## config.mk

```make
export PLATFORM = sky130hd
export DESIGN_NAME = timer_led_bus_resp
export DESIGN_NICKNAME = d
export VERILOG_FILES = /design/src/rtl/timer_led_pkg.sv /design/src/rtl/timer_led_prescaler.sv /design/src/rtl/timer_led_bus_resp.sv
export SDC_FILE = /design/constraint.sdc
export NUM_CORES = 1
export LEC_CHECK = 0
export ABC_CLOCK_PERIOD_IN_PS = 6400
export CAP_MARGIN = 20
export CORE_AREA = 2 2 133 199
export CTS_CLUSTER_SIZE = 30
export DETAILED_ROUTE_END_ITERATION = 6
export DIE_AREA = 0 0 135 201
export PLACE_DENSITY = 0.81
export SLEW_MARGIN = 10
export SYNTH_ARGS = -nofsm -noshare
export SYNTH_HDL_FRONTEND = slang
export SYNTH_SLANG_ARGS = --single-unit
```

## constraint.sdc

```tcl
create_clock -name clk_i -period 6.4 [get_ports clk_i]
set_input_delay 1.6 -clock clk_i [delete_from_list [all_inputs] [get_ports clk_i]]
set_output_delay 1.6 -clock clk_i [all_outputs]
set_load 0.05 [all_outputs]
```

## src/rtl/timer_led_pkg.sv

```systemverilog
// timer_led_pkg: register map and field positions shared by the timer/LED bus responder.
package timer_led_pkg;
   localparam logic [4:0] OFS_MTIME_LO    = 5'h00;
   localparam logic [4:0] OFS_MTIME_HI    = 5'h04;
   localparam logic [4:0] OFS_MTIMECMP_LO = 5'h08;
   localparam logic [4:0] OFS_MTIMECMP_HI = 5'h0C;
   localparam logic [4:0] OFS_CTRL        = 5'h10;
   localparam logic [4:0] OFS_LED         = 5'h14;
   localparam int CTRL_EN        = 0;
   localparam int CTRL_PRESC_LSB = 8;
   localparam logic [63:0] MTIMECMP_RST = 64'hFFFF_FFFF_FFFF_FFFF;
endpackage

```

## src/rtl/timer_led_prescaler.sv

```systemverilog
// timer_led_prescaler: divides the clock by PRESC+1 into a one-cycle tick while enabled.
module timer_led_prescaler
   import timer_led_pkg::*;
#(
   parameter int PRESC_W = 8
) (
   input  logic               clk,
   input  logic               rst,
   input  logic               en,
   input  logic [PRESC_W-1:0] presc,
   output logic               tick
);
   logic [PRESC_W-1:0] cnt;

   assign tick = en & (cnt == presc);

   always_ff @(posedge clk or posedge rst) begin
      if (rst) cnt <= '0;
      else if (en) cnt <= tick ? '0 : cnt + 1'b1;
   end
endmodule

```

## src/rtl/timer_led_bus_resp.sv

```systemverilog
// timer_led_bus_resp: data-bus responder with a 64-bit machine timer, timer IRQ and LED register.
module timer_led_bus_resp
   import timer_led_pkg::*;
#(
   parameter logic [31:0] ADDR_BASE = 32'h0002_0000,
   parameter int          PRESC_W   = 8
) (
   input  logic        clk_i,
   input  logic        rst_i,
   input  logic        req_i,
   output logic        gnt_o,
   input  logic        we_i,
   input  logic [3:0]  be_i,
   input  logic [31:0] addr_i,
   input  logic [31:0] wdata_i,
   output logic        rvalid_o,
   output logic [31:0] rdata_o,
   output logic        err_o,
   output logic        timer_irq_o,
   output logic [3:0]  led_o
);
   logic [31:0]        ofs, rd_val, merged, ctrl_val;
   logic [4:0]         reg_ofs;
   logic               hit, wr, tick, en, unused_ofs;
   logic [63:0]        mtime, mtimecmp;
   logic [PRESC_W-1:0] presc;

   assign ofs        = addr_i - ADDR_BASE;
   assign hit        = ofs[31:5] == '0;
   assign reg_ofs    = {ofs[4:2], 2'b00};
   assign unused_ofs = ^ofs[1:0];
   assign gnt_o      = req_i;
   assign wr         = req_i & we_i & hit;
   assign ctrl_val   = (32'(presc) << CTRL_PRESC_LSB) | 32'(en);

   always_comb begin
      rd_val = '0;
      case (reg_ofs)
         OFS_MTIME_LO:    rd_val = mtime[31:0];
         OFS_MTIME_HI:    rd_val = mtime[63:32];
         OFS_MTIMECMP_LO: rd_val = mtimecmp[31:0];
         OFS_MTIMECMP_HI: rd_val = mtimecmp[63:32];
         OFS_CTRL:        rd_val = ctrl_val;
         OFS_LED:         rd_val = {28'd0, led_o};
         default:         rd_val = '0;
      endcase
   end

   // Byte-enable merge against the current contents of the addressed register.
   for (genvar b = 0; b < 4; b++) begin : g_merge
      assign merged[8*b +: 8] = be_i[b] ? wdata_i[8*b +: 8] : rd_val[8*b +: 8];
   end

   timer_led_prescaler #(.PRESC_W(PRESC_W)) u_presc (
      .clk   (clk_i),
      .rst   (rst_i),
      .en    (en),
      .presc (presc),
      .tick  (tick)
   );

   always_ff @(posedge clk_i or posedge rst_i) begin
      if (rst_i) begin
         mtime       <= '0;
         mtimecmp    <= MTIMECMP_RST;
         en          <= 1'b0;
         presc       <= '0;
         led_o       <= '0;
         timer_irq_o <= 1'b0;
         rvalid_o    <= 1'b0;
         rdata_o     <= '0;
         err_o       <= 1'b0;
      end else begin
         if (wr && reg_ofs == OFS_MTIME_LO) mtime[31:0] <= merged;
         else if (wr && reg_ofs == OFS_MTIME_HI) mtime[63:32] <= merged;
         else if (tick) mtime <= mtime + 64'd1;
         if (wr && reg_ofs == OFS_MTIMECMP_LO) mtimecmp[31:0] <= merged;
         if (wr && reg_ofs == OFS_MTIMECMP_HI) mtimecmp[63:32] <= merged;
         if (wr && reg_ofs == OFS_CTRL) begin
            en    <= merged[CTRL_EN];
            presc <= merged[CTRL_PRESC_LSB +: PRESC_W];
         end
         if (wr && reg_ofs == OFS_LED) led_o <= merged[3:0];
         timer_irq_o <= mtime >= mtimecmp;
         rvalid_o    <= req_i;
         err_o       <= req_i & ~hit;
         rdata_o     <= (req_i & ~we_i & hit) ? rd_val : '0;
      end
   end
endmodule

```

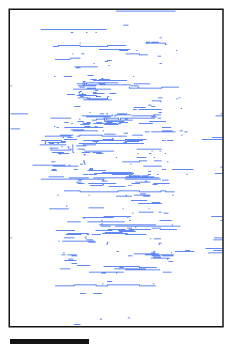
met3.png
Scale bar: 50 um.
share of all routed wire: 6.8%
main direction: horizontal
longest straight run: 41.9 um
nets with wire on the layer: 174
wire length on this layer: 2640 um

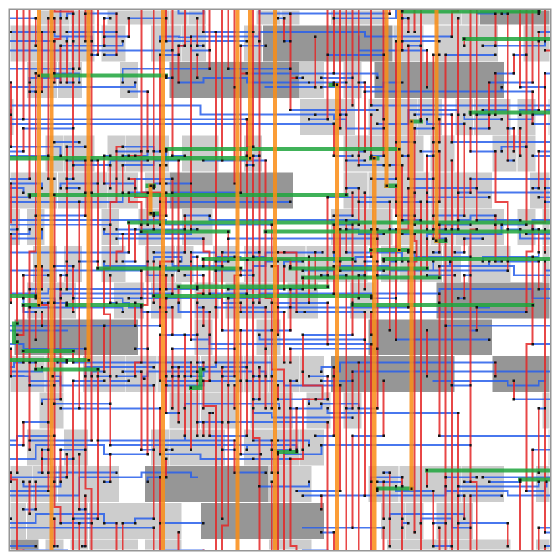
zoom.png
Window x 48 to 88, y 40 to 80 um. Cells in grey, sequential cells in the stronger grey; small squares are vias.
legend:
  met2:
    colour: red
  met3:
    colour: green
  met4:
    colour: orange
  met1:
    colour: blue
sequential cells in the window: 10
cells with their middle in the window: 117
netlist names of flops here include: mtime (7), mtimecmp (3)
most frequent: o21ai_0 (13), nand2_1 (11), nor2_1 (9)

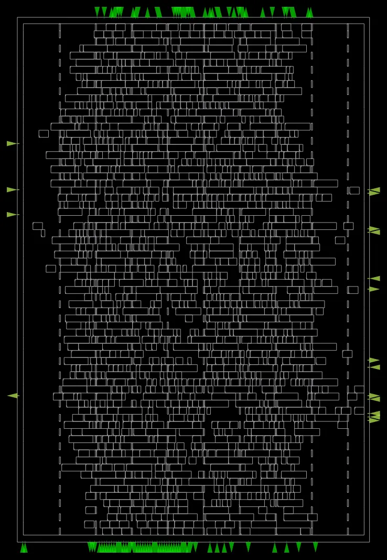
final_placement.png
Core Util, Final: 54.7%
flop count: 184
flop share of the area: 33.5%
core area: 25600 sq um
n_taps: 333

==> results.yml <==
# implementation run metrics
status:
  status: "finished, final reports clean"
setup_path:
  cpMaxStageDelayCell: "clkdlybuf4s50_1"
  r2r_slack_ns: 3.02
  path_cells: "clkdlybuf4s50_1 -> buf_4 -> nor3b_2 -> buf_4 -> a22oi_1 -> nand3_1 -> o21ai_0 -> a221o_1 -> a21oi_1"
  setup.worst_path.start_class: "primary input"
  endpoint_kind: "flip-flop"
  worstReg2RegEnd: "mtime[56]$_DFFE_PP0P_"
  reg2regPathDepth: 7
  r2r-start: "mtime[0]$_DFFE_PP0P_"
  critPathTopFamily: "buffers and inverters"
  worst_ep_arrival_time_ns: 5.12
  slowest_delay_ns: 0.92
  cp_common_cell: "buf_4"
  cp_max_fo: 22
  crit_required_ns: 6.79
  cp_num_buf_inv: 3
  path_class: "primary input to flip-flop"
yosys:
  ys_sh_xor_pct: 1.10
  synthesis.area_sq_um: 12000
  ys_sh_adder_pct: 6.89
  muxShareOfSynthArea_pct: 4.23
  synthDistinctLibCells: 85
  synthSimpleGateAreaFrac_pct: 19.3
  synth_stat.cells: 1375
  async_flop_share_pct: 100
  synthCells: 1375
  top_logic_kind: "AND-OR/OR-AND gates"
  edf_count: 0
  synth-compound-area-share_pct: 23.5
  ys_seq_share_pct: 39.1
  synth-seq-cells: 184
  ff_type: "dfrtp_1"
  synth_nets: 1513
  ys_area_sq_um: 12000
  synth_area_per_cell_sq_um: 8.72
  yosysWarnings: 0
place:
  finalWeightedCongestion: 0.970
  io_buffers: 109
  preCtsSetupSlack_ns: 1.32
  dp_hpwl_mm: 27.8
  place_area_sq_um: 13400
detailed_routing:
  post-route-drc-count: 0
  drt_iter0_markers: 1354
  routed_wl_mm: 39.1
  vias_per_cell: 6.42
  final_antenna_net_count: 0
  wire_per_inst_um: 21.8
  vias: 11500
  dr.pass1.iters: 6
clock_network:
  ctsHtreeMaxLevel: 4
  post_cts_buffers: 0
  numClockSinks: 184
  clockBufferDepth: 2
  cts_resized: 0
  clkTransAtPathRegs_ns: 0.07
  postCtsHoldBufs: 0
  cts_tree: "yes"
  cts-root-buf: "clkbuf_16"
  cts_made_buffers: 17
  clk_latency_ns: 0.47
global_routing:
  grt-ovfl-total: 0
  grt_pass1_vias: 11300
  grt_pass1_wl_mm: 61.6
  grt_use_total_pct: 29.3
  grt_max_degree: 67
  antenna_found_initial: 0
floorplan:
  chipHeight_um: 201
  fp_util_pct: 46.9
  chipArea_sq_um: 27100
  ios: 112
  fp-row-count: 72
  die_w_um: 135
power:
  power-per-cell-area_nw_per_um2: 174
  p_leak_uw: 0.00528
  ir_worst_vdd_uv: 205
hold_path:
  hp-class: "flip-flop to flip-flop"
  worstHoldStart: "mtimecmp[23]$_DFFE_PP1P_"
  hold-path-endpoint: "mtimecmp[23]$_DFFE_PP1P_"
  whs_path_depth: 2
final_layout:
  comb_area_sq_um: 6630
  final_common_cell: "nand2_1"
  drive_gt1_share_pct: 12.0
  lay_top_cells: "nand2_1 (140), o21ai_0 (124), dfrtp_1 (120)"
  layout.area.seq_sq_um: 4680
  fill_cells: 2312
  syn_to_final_growth_pct: 16.6
  nets: 1582
  stdcell_area_sq_um: 14000
job:
  drv_cap: 0
  openroad.warnings: 28
final_timing:
  rsz0062_at_grt: "no"
  fin_worst_skew_ns: 0.00923
  maxSlewViolCount: 0
  max_freq_ghz: 0.211
  setup_viol: 0
  fin_crit_ns: 4.73
  fin_ws_ns: 1.67
  hold_violations: 0
  worst_pin_slew_ns: 1.13
  timing.setup.tns_ns: 0
  max_slew_margin_pct: 24.1
  final.period_utilization_pct: 74.0
where the power goes:
part           internal, uW  switching (uW)
clock network           605             483
logic                  68.5             109
registers              1170           0.147
total                  1840             593
synthesized netlist by cell type (14+ instances only):
master,count,area (sq um)
a22oi_1,22,165
nand2_1,142,533
dfrtp_1,120,3000
a22o_1,27,236
nand4_1,36,225
buf_2,17,85.1
dfstp_2,64,1680
mux2_2,17,191
nor3_1,28,140
ha_1,66,826
clkbuf_1,56,210
mux2i_1,30,300
nor2_1,84,315
o31ai_1,14,105
a21oi_1,83,415
nor4_1,24,150
nand3_1,52,260
o21ai_0,124,621
inv_1,97,364
per-layer routing:
layer | vias up | part of all wire, % | wire (um) | global-route usage (%)
met3 | 173 | 6.8 | 2640 | 5.78
met2 | 562 | 51 | 19800 | 50.7
li1 | 5215 | - | - | -
met4 | 0 | 7.3 | 2870 | 18.9
met1 | 5547 | 35 | 13800 | 32.4
met5 | - | 0 | 0 | 0
metrics by stage:
step	utilization, %	hold WS, ns	cells	total power, uW
2_1_floorplan	-	0.464	1375	1270
3_3_place_gp	52.3	0.472	1757	1360
3_5_place_dp	52.3	0.482	1757	1360
4_1_cts	54.6	0.492	1789	2440
5_1_grt	54.6	0.506	1790	2500
6_report	54.7	0.491	1792	2430
worst reg2reg max path: stages, from the launching register on:
cell and delay, ns:
dfrtp_1 0.45, ha_1 0.22, nand3_1 0.25, nor3_1 0.99, nand3_1 0.56, o311a_1 0.46, a211oi_1 0.19, o21ai_0 0.12
cells by family (layout without fill, tap and decap cells):
logic type      after synthesis  in the layout
compound gates              425            425
xor+xnor                     15             15
fa+ha+maj                    66             66
buf+inv                     180            262
flops                       184            184
mux                          48             48
other cells                   0              2
simple gates                457            457
flip-flops by register name, summed over array words and instances (netlist names):
name,cells
rdata_o,32
en,1
mtime,64
rvalid_o,1
u_presc.cnt,8
timer_irq_o,1
presc,8
led_o,4
mtimecmp,64
err_o,1
worst max path at each step:
stage	from	endpoint	slack (ns)	cells after the start
finish	addr_i[3]	mtime[25]$_DFFE_PP0P_	1.67	9
global route	addr_i[3]	mtime[25]$_DFFE_PP0P_	1.58	9
CTS	req_i	gnt_o	1.75	2
detailed placement	addr_i[3]	mtime[25]$_DFFE_PP0P_	1.32	9
global placement	addr_i[2]	mtime[30]$_DFFE_PP0P_	1.36	7
floorplan	rst_i	en$_DFFE_PP0P_	2.49	1
cell type report:
type                            instances  area share (%)
Tap cell                              333            2.98
Clock inverter                         11           0.868
Antenna cell                            2          0.0358
Inverter                               98            2.66
Sequential cell                       184            33.5
Clock buffer                           21            3.36
Timing Repair Buffer                  132            9.18
Multi-Input combinational cell       1011            47.4
No activity file was given, so power comes from the tool's default toggle rates.
